<file path="src/rtl/mem_port_arbiter.sv">
// mem_port_arbiter: round-robin CPU/host arbiter for a single-port 256x8 memory.
// Optional access/preemption statistics are enabled with `define MEM_ARB_STATS_EN.
module mem_port_arbiter #(
    parameter int word_size = 8,
    parameter int MAX_WAIT  = 8,
    parameter int WAIT_W    = 4
) (
    input  logic                 clk,
    input  logic                 rst,
    input  logic                 cpu_req,
    input  logic                 cpu_we,
    input  logic [word_size-1:0] cpu_addr,
    input  logic [word_size-1:0] cpu_wdata,
    output logic                 cpu_gnt,
    output logic                 cpu_rvalid,
    input  logic                 host_req,
    input  logic                 host_we,
    input  logic [word_size-1:0] host_addr,
    input  logic [word_size-1:0] host_wdata,
    input  logic                 host_lock,
    output logic                 host_gnt,
    output logic                 host_rvalid,
    output logic [word_size-1:0] rdata,
    output logic [word_size-1:0] mem_addr,
    output logic [word_size-1:0] mem_wdata,
    output logic                 mem_we,
    input  logic [word_size-1:0] mem_rdata
`ifdef MEM_ARB_STATS_EN
    ,
    output logic [15:0]          cpu_acc_cnt,
    output logic [15:0]          host_acc_cnt,
    output logic [7:0]           preempt_cnt
`endif
);
    typedef enum logic [1:0] {IDLE, CPU, HOST} owner_t;
    localparam logic [WAIT_W-1:0] WAIT_MAX = WAIT_W'(MAX_WAIT);
    owner_t owner_q, owner_d, last_q, last_d;
    logic [WAIT_W-1:0] cpu_wait_q, cpu_wait_d, host_wait_q, host_wait_d;
    logic [word_size-1:0] rdata_q, rdata_d;
    logic cpu_rvalid_q, cpu_rvalid_d, host_rvalid_q, host_rvalid_d;
    logic cpu_acc, host_acc, preempt;

    assign cpu_gnt     = (owner_q == CPU);
    assign host_gnt    = (owner_q == HOST);
    assign cpu_acc     = cpu_gnt & cpu_req;
    assign host_acc    = host_gnt & host_req;
    assign cpu_rvalid  = cpu_rvalid_q;
    assign host_rvalid = host_rvalid_q;
    assign rdata       = rdata_q;

    // Memory port follows the owner; a reset on this edge suppresses the write so it aborts cleanly.
    always_comb begin
        mem_addr  = cpu_gnt ? cpu_addr : (host_gnt ? host_addr : '0);
        mem_wdata = cpu_gnt ? cpu_wdata : (host_gnt ? host_wdata : '0);
        mem_we    = rst & ((cpu_acc & cpu_we) | (host_acc & host_we));
    end

    // Next owner: IDLE tie-break by last, release on req drop, preempt an unlocked owner after a full wait.
    always_comb begin
        owner_d = owner_q;
        preempt = 1'b0;
        case (owner_q)
            IDLE: owner_d = (cpu_req && host_req) ? ((last_q == HOST) ? CPU : HOST) :
                            cpu_req ? CPU : (host_req ? HOST : IDLE);
            CPU: begin
                if (!cpu_req) begin
                    owner_d = host_req ? HOST : IDLE;
                end else if (host_wait_q == WAIT_MAX) begin
                    owner_d = HOST;
                    preempt = 1'b1;
                end
            end
            HOST: begin
                if (!host_req) begin
                    owner_d = cpu_req ? CPU : IDLE;
                end else if (cpu_wait_q == WAIT_MAX && !host_lock) begin
                    owner_d = CPU;
                    preempt = 1'b1;
                end
            end
            default: owner_d = IDLE;
        endcase
        last_d = (owner_d != owner_q && owner_d != IDLE) ? owner_d : last_q;
    end

    // Saturating wait counters and read-data capture for the access happening this cycle.
    always_comb begin
        cpu_wait_d    = (cpu_req && !cpu_gnt) ?
                        ((cpu_wait_q == WAIT_MAX) ? cpu_wait_q : cpu_wait_q + 1'b1) : '0;
        host_wait_d   = (host_req && !host_gnt) ?
                        ((host_wait_q == WAIT_MAX) ? host_wait_q : host_wait_q + 1'b1) : '0;
        cpu_rvalid_d  = cpu_acc & ~cpu_we;
        host_rvalid_d = host_acc & ~host_we;
        rdata_d       = (cpu_rvalid_d | host_rvalid_d) ? mem_rdata : rdata_q;
    end

    // State registers with synchronous active-low reset.
    always_ff @(posedge clk) begin
        if (!rst) begin
            owner_q       <= IDLE;
            last_q        <= HOST;
            cpu_wait_q    <= '0;
            host_wait_q   <= '0;
            cpu_rvalid_q  <= 1'b0;
            host_rvalid_q <= 1'b0;
            rdata_q       <= '0;
        end else begin
            owner_q       <= owner_d;
            last_q        <= last_d;
            cpu_wait_q    <= cpu_wait_d;
            host_wait_q   <= host_wait_d;
            cpu_rvalid_q  <= cpu_rvalid_d;
            host_rvalid_q <= host_rvalid_d;
            rdata_q       <= rdata_d;
        end
    end

`ifdef MEM_ARB_STATS_EN
    logic [15:0] cpu_acc_cnt_q, host_acc_cnt_q;
    logic [7:0]  preempt_cnt_q;

    assign cpu_acc_cnt  = cpu_acc_cnt_q;
    assign host_acc_cnt = host_acc_cnt_q;
    assign preempt_cnt  = preempt_cnt_q;

    // Wrapping statistics counters for completed accesses and preemptions.
    always_ff @(posedge clk) begin
        if (!rst) begin
            cpu_acc_cnt_q  <= '0;
            host_acc_cnt_q <= '0;
            preempt_cnt_q  <= '0;
        end else begin
            cpu_acc_cnt_q  <= cpu_acc_cnt_q + 16'(cpu_acc);
            host_acc_cnt_q <= host_acc_cnt_q + 16'(host_acc);
            preempt_cnt_q  <= preempt_cnt_q + 8'(preempt);
        end
    end
`endif
endmodule

</file>
<file path="config.mk">
export PLATFORM = sky130hd
export DESIGN_NAME = mem_port_arbiter
export DESIGN_NICKNAME = d
export VERILOG_FILES = /design/src/rtl/mem_port_arbiter.sv
export SDC_FILE = /design/constraint.sdc
export NUM_CORES = 1
export LEC_CHECK = 0
export CAP_MARGIN = 5
export CELL_PAD_IN_SITES_DETAIL_PLACEMENT = 1
export CELL_PAD_IN_SITES_GLOBAL_PLACEMENT = 1
export CORE_MARGIN = 4
export CORE_UTILIZATION = 27
export CTS_CLUSTER_DIAMETER = 100
export DETAILED_ROUTE_END_ITERATION = 16
export DONT_BUFFER_PORTS = 1
export GPL_TIMING_DRIVEN = 0
export PLACE_DENSITY = 0.53
export SLEW_MARGIN = 20
export SYNTH_ARGS = -nofsm -noshare
export SYNTH_HDL_FRONTEND = slang
export SYNTH_SLANG_ARGS = --single-unit
</file>
<file path="constraint.sdc">
create_clock -name clk -period 2.2 [get_ports clk]
set_input_delay 0.44 -clock clk [delete_from_list [all_inputs] [get_ports clk]]
set_output_delay 0.44 -clock clk [all_outputs]
set_load 0.03 [all_outputs]
</file>
**Run 1: selected gate families**

(4 px per um)
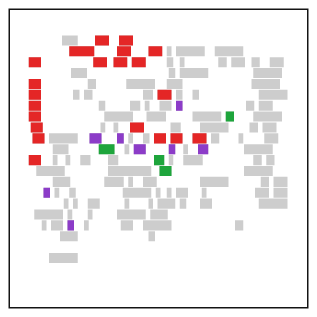
aoi and oai cells: shown in purple, cells 8, most used o21ai_0. and/or cells: shown in green, cells 4, where middle. non-inverting ao/oa cells: shown in red, cells 21, most used a22o_1.

**Run 1: metal 3**

(6 px per um)
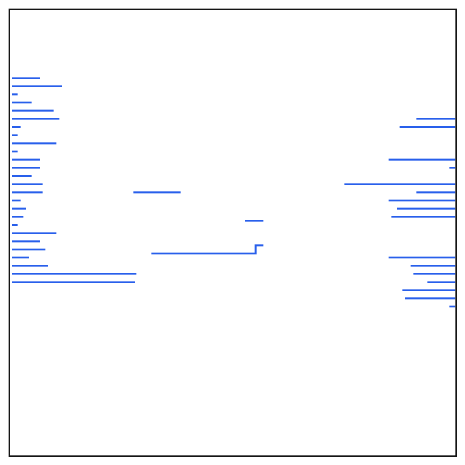
The wires run mostly horizontal. The layer carries 291 um of wire. The layer holds 9.4% of the routed length. 43 nets have wire on it.

**Run 1: cell sizes after repair**

(4 px per um)
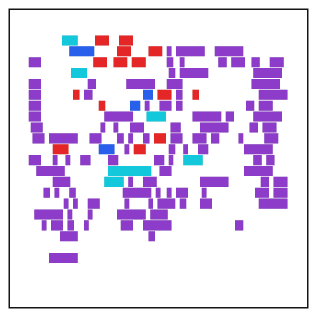
_0 and _1 cells: shown in purple, cells 109. _3 and _4 cells: shown in blue, cells 4. _2 cells: shown in red, cells 14. _6 and larger: shown in cyan, cells 6.

==> impl_metrics.toml, run 1 <==
# synthesis and place-and-route metrics
[power_and_ir_drop]
power_leader = "sequential cells"
switching_share_pct = 30.1
switchingPower_mw = 0.323
p_comb_share_pct = 23.4
p_per_area_nw_per_um2 = 793
leakagePower_nw = 0.567
power.total_mw = 1.07
p_clk_mw = 0.377

[min_path]
whs_endpoint = "cpu_rvalid"
hold_start = "cpu_we"
holdPathStages = 1

[route]
highest_layer = "met4"
drt-initial-drc-count = 19
wl_met2_um = 1580
ant_nets = 0
wl_met3_um = 290

[yosys]
numSynthFlops = 22
logic_family = "simple AND/OR/NAND/NOR gates"
top_cell_area_share_pct = 37.2
top_cell = "dfxtp_1"
postSynthSeqShare_pct = 37.2
top_cells_by_count = "dfxtp_1 (22), a22o_1 (16), nor2b_1 (11)"
ff_type = "dfxtp_1"
edf_count = 0
simple_gate_share_pct = 20.6
synth_top_cell_by_area = "dfxtp_1"
ys_area_um2 = 1180
synth_area_per_cell_um2 = 9.19
synthCells = 129
mux_share_pct = 8.55

[status]
outcome = "completed"

[final_layout]
comb_cells = 92
n_all_buffers = 9
final_cell_count_no_fill = 183
drive_gt1_share_pct = 18.0
diodes = 0
largest_reg_flops = 8
buffer_area_share_pct = 4.44
syn2layout_area_growth_pct = 14.0
final_area_um2 = 1350
postLayoutCoreUtil_pct = 32.8
sh_comb_area_pct = 51.4

[global_route]
use_met2_pct = 19.6
grt.overflow.total = 0
grt_pass1_vias = 1038
grt_use_met3_pct = 4.05
grt_pass1_wl_um = 4950
grt_max_degree = 14

[sta]
tightest_slew_ns = 0.343
slew_violations = 0
layout_setup_ws_ns = 0.160
fmax_mhz = 490
min_period_over_period_pct = 92.7
period_minus_slack_ns = 2.04
grt_setup_unrepaired = "no"
whs_ns = 0.234
slew_headroom_pct = 77.2

[placement]
dp_hpwl_um = 2590
dpl.cell_count = 179
portBuffers = 0

[clock_network]
post_cts_buffers = 0
cts_buffers = 3
ctsHoldBuffers = 0
path_clk_slew_ns = 0.08

[critical_path]
crit_required_ns = 1.76
crit_cells = 5
cp_cell_sequence = "clkbuf_4 -> nor2b_1 -> buf_2 -> buf_6 -> a22o_2"
r2r-end = "last_q[1]"
crit_family = "buffers and inverters"
crit_path_end_kind = "output pin"
rrSetupSlack_ns = 0.62
path_buffers = 3
critPathLaunchType = "register"
cp_slowest_cell = "dfxtp_1"
crit_end = "mem_wdata[4]"

[floorplan]
die_area_um2 = 5510
n_tap_cell = 50
die_w_um = 74.2
core_region_area_um2 = 4120
die_h_um = 74.2

[job]
max_cap_viol_count = 0
warnings = 28
==> run 2, diff against run 1 <==
- ABC_AREA: not set -> 1
- PLACE_DENSITY: 0.53 -> 0.55
- clock period: 2.2 -> 2.5 ns (I/O delays scaled with it)
**Run 2: cell sizes after repair**

(4 px per um)
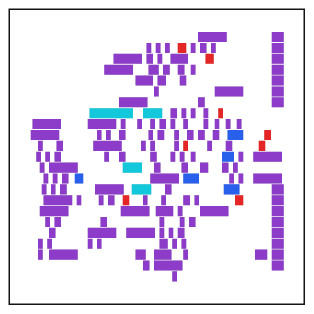
_0 and _1 cells: shown in purple, cells 143. _3 and _4 cells: shown in blue, cells 5. _6 and larger: shown in cyan, cells 4. _2 cells: shown in red, cells 8.

==> run 2 against run 1 <==
Effect of this change: hold slack improved by 0.13 ns; final area decreased by 4.6%; setup slack improved by 0.072 ns; non-clock buffer count decreased by 6; synthesized cell count increased by 21%; utilization decreased by 1.1 points; global-route usage decreased by 0.39 points; clock skew increased by 0.0050 ns; count of clock-buffer cells in the layout unchanged; highest routed layer unchanged; largest cell class unchanged; area after synthesis decreased by 2.5%; critical endpoint unchanged; clock power decreased by about 10%.
==> impl_metrics.toml, run 2 <==
# synthesis and place-and-route metrics
[critical_path]
r2r-end = "last_q[1]"
crit_path_end_kind = "output pin"
crit_required_ns = 2.00
crit_family = "flip-flops"
cp_cell_sequence = "nand2_1 -> inv_2 -> buf_2 -> a22o_1"
path_buffers = 2
cp_slowest_cell = "dfxtp_1"
crit_cells = 4
crit_end = "mem_wdata[4]"

[yosys]
top_cell_area_share_pct = 38.1
simple_gate_share_pct = 25.0
edf_count = 0
logic_family = "simple AND/OR/NAND/NOR gates"
synth_area_per_cell_um2 = 7.40
mux_share_pct = 0
synthCells = 156

[sta]
fmax_mhz = 441
tightest_slew_ns = 0.707
layout_setup_ws_ns = 0.232
slew_violations = 0
period_minus_slack_ns = 2.27
whs_ns = 0.361

[job]
max_cap_viol_count = 0

[final_layout]
drive_gt1_share_pct = 10.6

[power_and_ir_drop]
p_clk_mw = 0.339
switching_share_pct = 36.4
power_leader = "sequential cells"
switchingPower_mw = 0.384
power.total_mw = 1.05
leakagePower_nw = 0.579

[route]
wl_met3_um = 399
highest_layer = "met4"
wl_met2_um = 1510

[placement]
portBuffers = 0
dpl.cell_count = 206

[global_route]
grt_pass1_vias = 1051
grt_max_degree = 14
grt_pass1_wl_um = 4690

[clock_network]
cts_buffers = 3
path_clk_slew_ns = 0.09

[status]
outcome = "completed"

[floorplan]
die_area_um2 = 5390
die_w_um = 73.4
n_tap_cell = 50
**Run 2: metal 3**

(6 px per um)
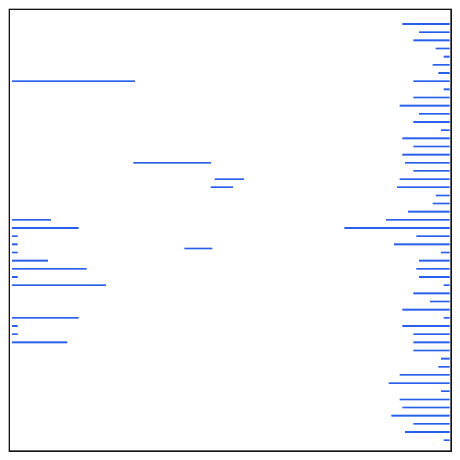
Routed Wire Length: 3160 um
Global Route met3 Usage: 3.01%
via count: 1077

==> run 3, diff against run 2 <==
- CORE_MARGIN: 4 -> 2
**Run 3: metal 3**

(6 px per um)
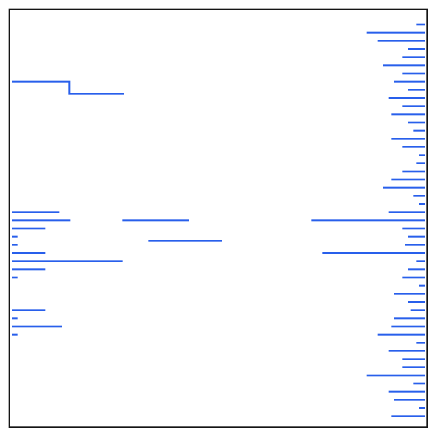
64 nets have wire on it. The layer holds 11% of the routed length.

==> run 3 against run 2 <==
Effect of this change: global-route usage up 1.9 points; final area stayed put; total power fell by 0.19%; critical path type unchanged.
==> impl_metrics.toml, run 3 <==
# synthesis and place-and-route metrics
[sta]
tightest_slew_ns = 0.691
grt_setup_unrepaired = "no"
period_minus_slack_ns = 2.25
slew_headroom_pct = 54.1
min_period_over_period_pct = 89.8

[critical_path]
crit_end = "mem_wdata[0]"
crit_path_end_kind = "output pin"
r2r-end = "last_q[0]"
crit_cells = 4
cp_cell_sequence = "nand2_1 -> inv_2 -> buf_2 -> a22o_1"
crit_family = "buffers and inverters"
crit_required_ns = 2.00
critPathLaunchType = "register"

[clock_network]
path_clk_slew_ns = 0.08
cts_buffers = 3
ctsHoldBuffers = 0
post_cts_buffers = 0

[min_path]
whs_endpoint = "rdata[3]"

[yosys]
mux_share_pct = 0
postSynthSeqShare_pct = 38.1
logic_family = "simple AND/OR/NAND/NOR gates"
edf_count = 0
top_cell = "nor2_1"
numSynthFlops = 22
synth_top_cell_by_area = "dfxtp_1"
synth_area_per_cell_um2 = 7.40
top_cells_by_count = "nor2_1 (29), dfxtp_1 (22), inv_1 (19)"
ys_area_um2 = 1150

[global_route]
grt_pass1_wl_um = 5170
grt.overflow.total = 0
grt_pass1_vias = 1124
grt_use_met3_pct = 5.09
use_met2_pct = 22.4

[power_and_ir_drop]
p_clk_mw = 0.336
leakagePower_nw = 0.579
switching_share_pct = 36.3
switchingPower_mw = 0.382
p_per_area_nw_per_um2 = 816
p_comb_share_pct = 27.4

[floorplan]
die_area_um2 = 4820
die_w_um = 69.4
die_h_um = 69.4
n_tap_cell = 50

[route]
wl_um = 3090
highest_layer = "met4"

[final_layout]
largest_reg_flops = 8
syn2layout_area_growth_pct = 11.6
buffer_area_share_pct = 1.17
sh_comb_area_pct = 47.7
postLayoutCoreUtil_pct = 31.8
n_all_buffers = 3

[placement]
dp_hpwl_um = 2530
portBuffers = 0
dpl.cell_count = 206

[status]
outcome = "completed"

[job]
max_cap_viol_count = 0
**Run 3: placement by cell class**

(6 px per um) Fill, decap, tap and diode cells in gray.
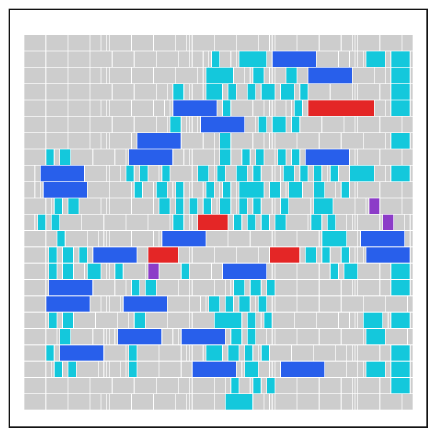
sequential cells: shown in blue, cells 22, share of their area 36%. combinational and other logic: shown in cyan, cells 131, share of their area 57%. remaining buffers and delay cells: shown in purple, cells 3, share of their area 1.2%. clock drivers and dummy loads: shown in red, cells 4, share of their area 5.8%.

Power and IR drop assume default switching activity.
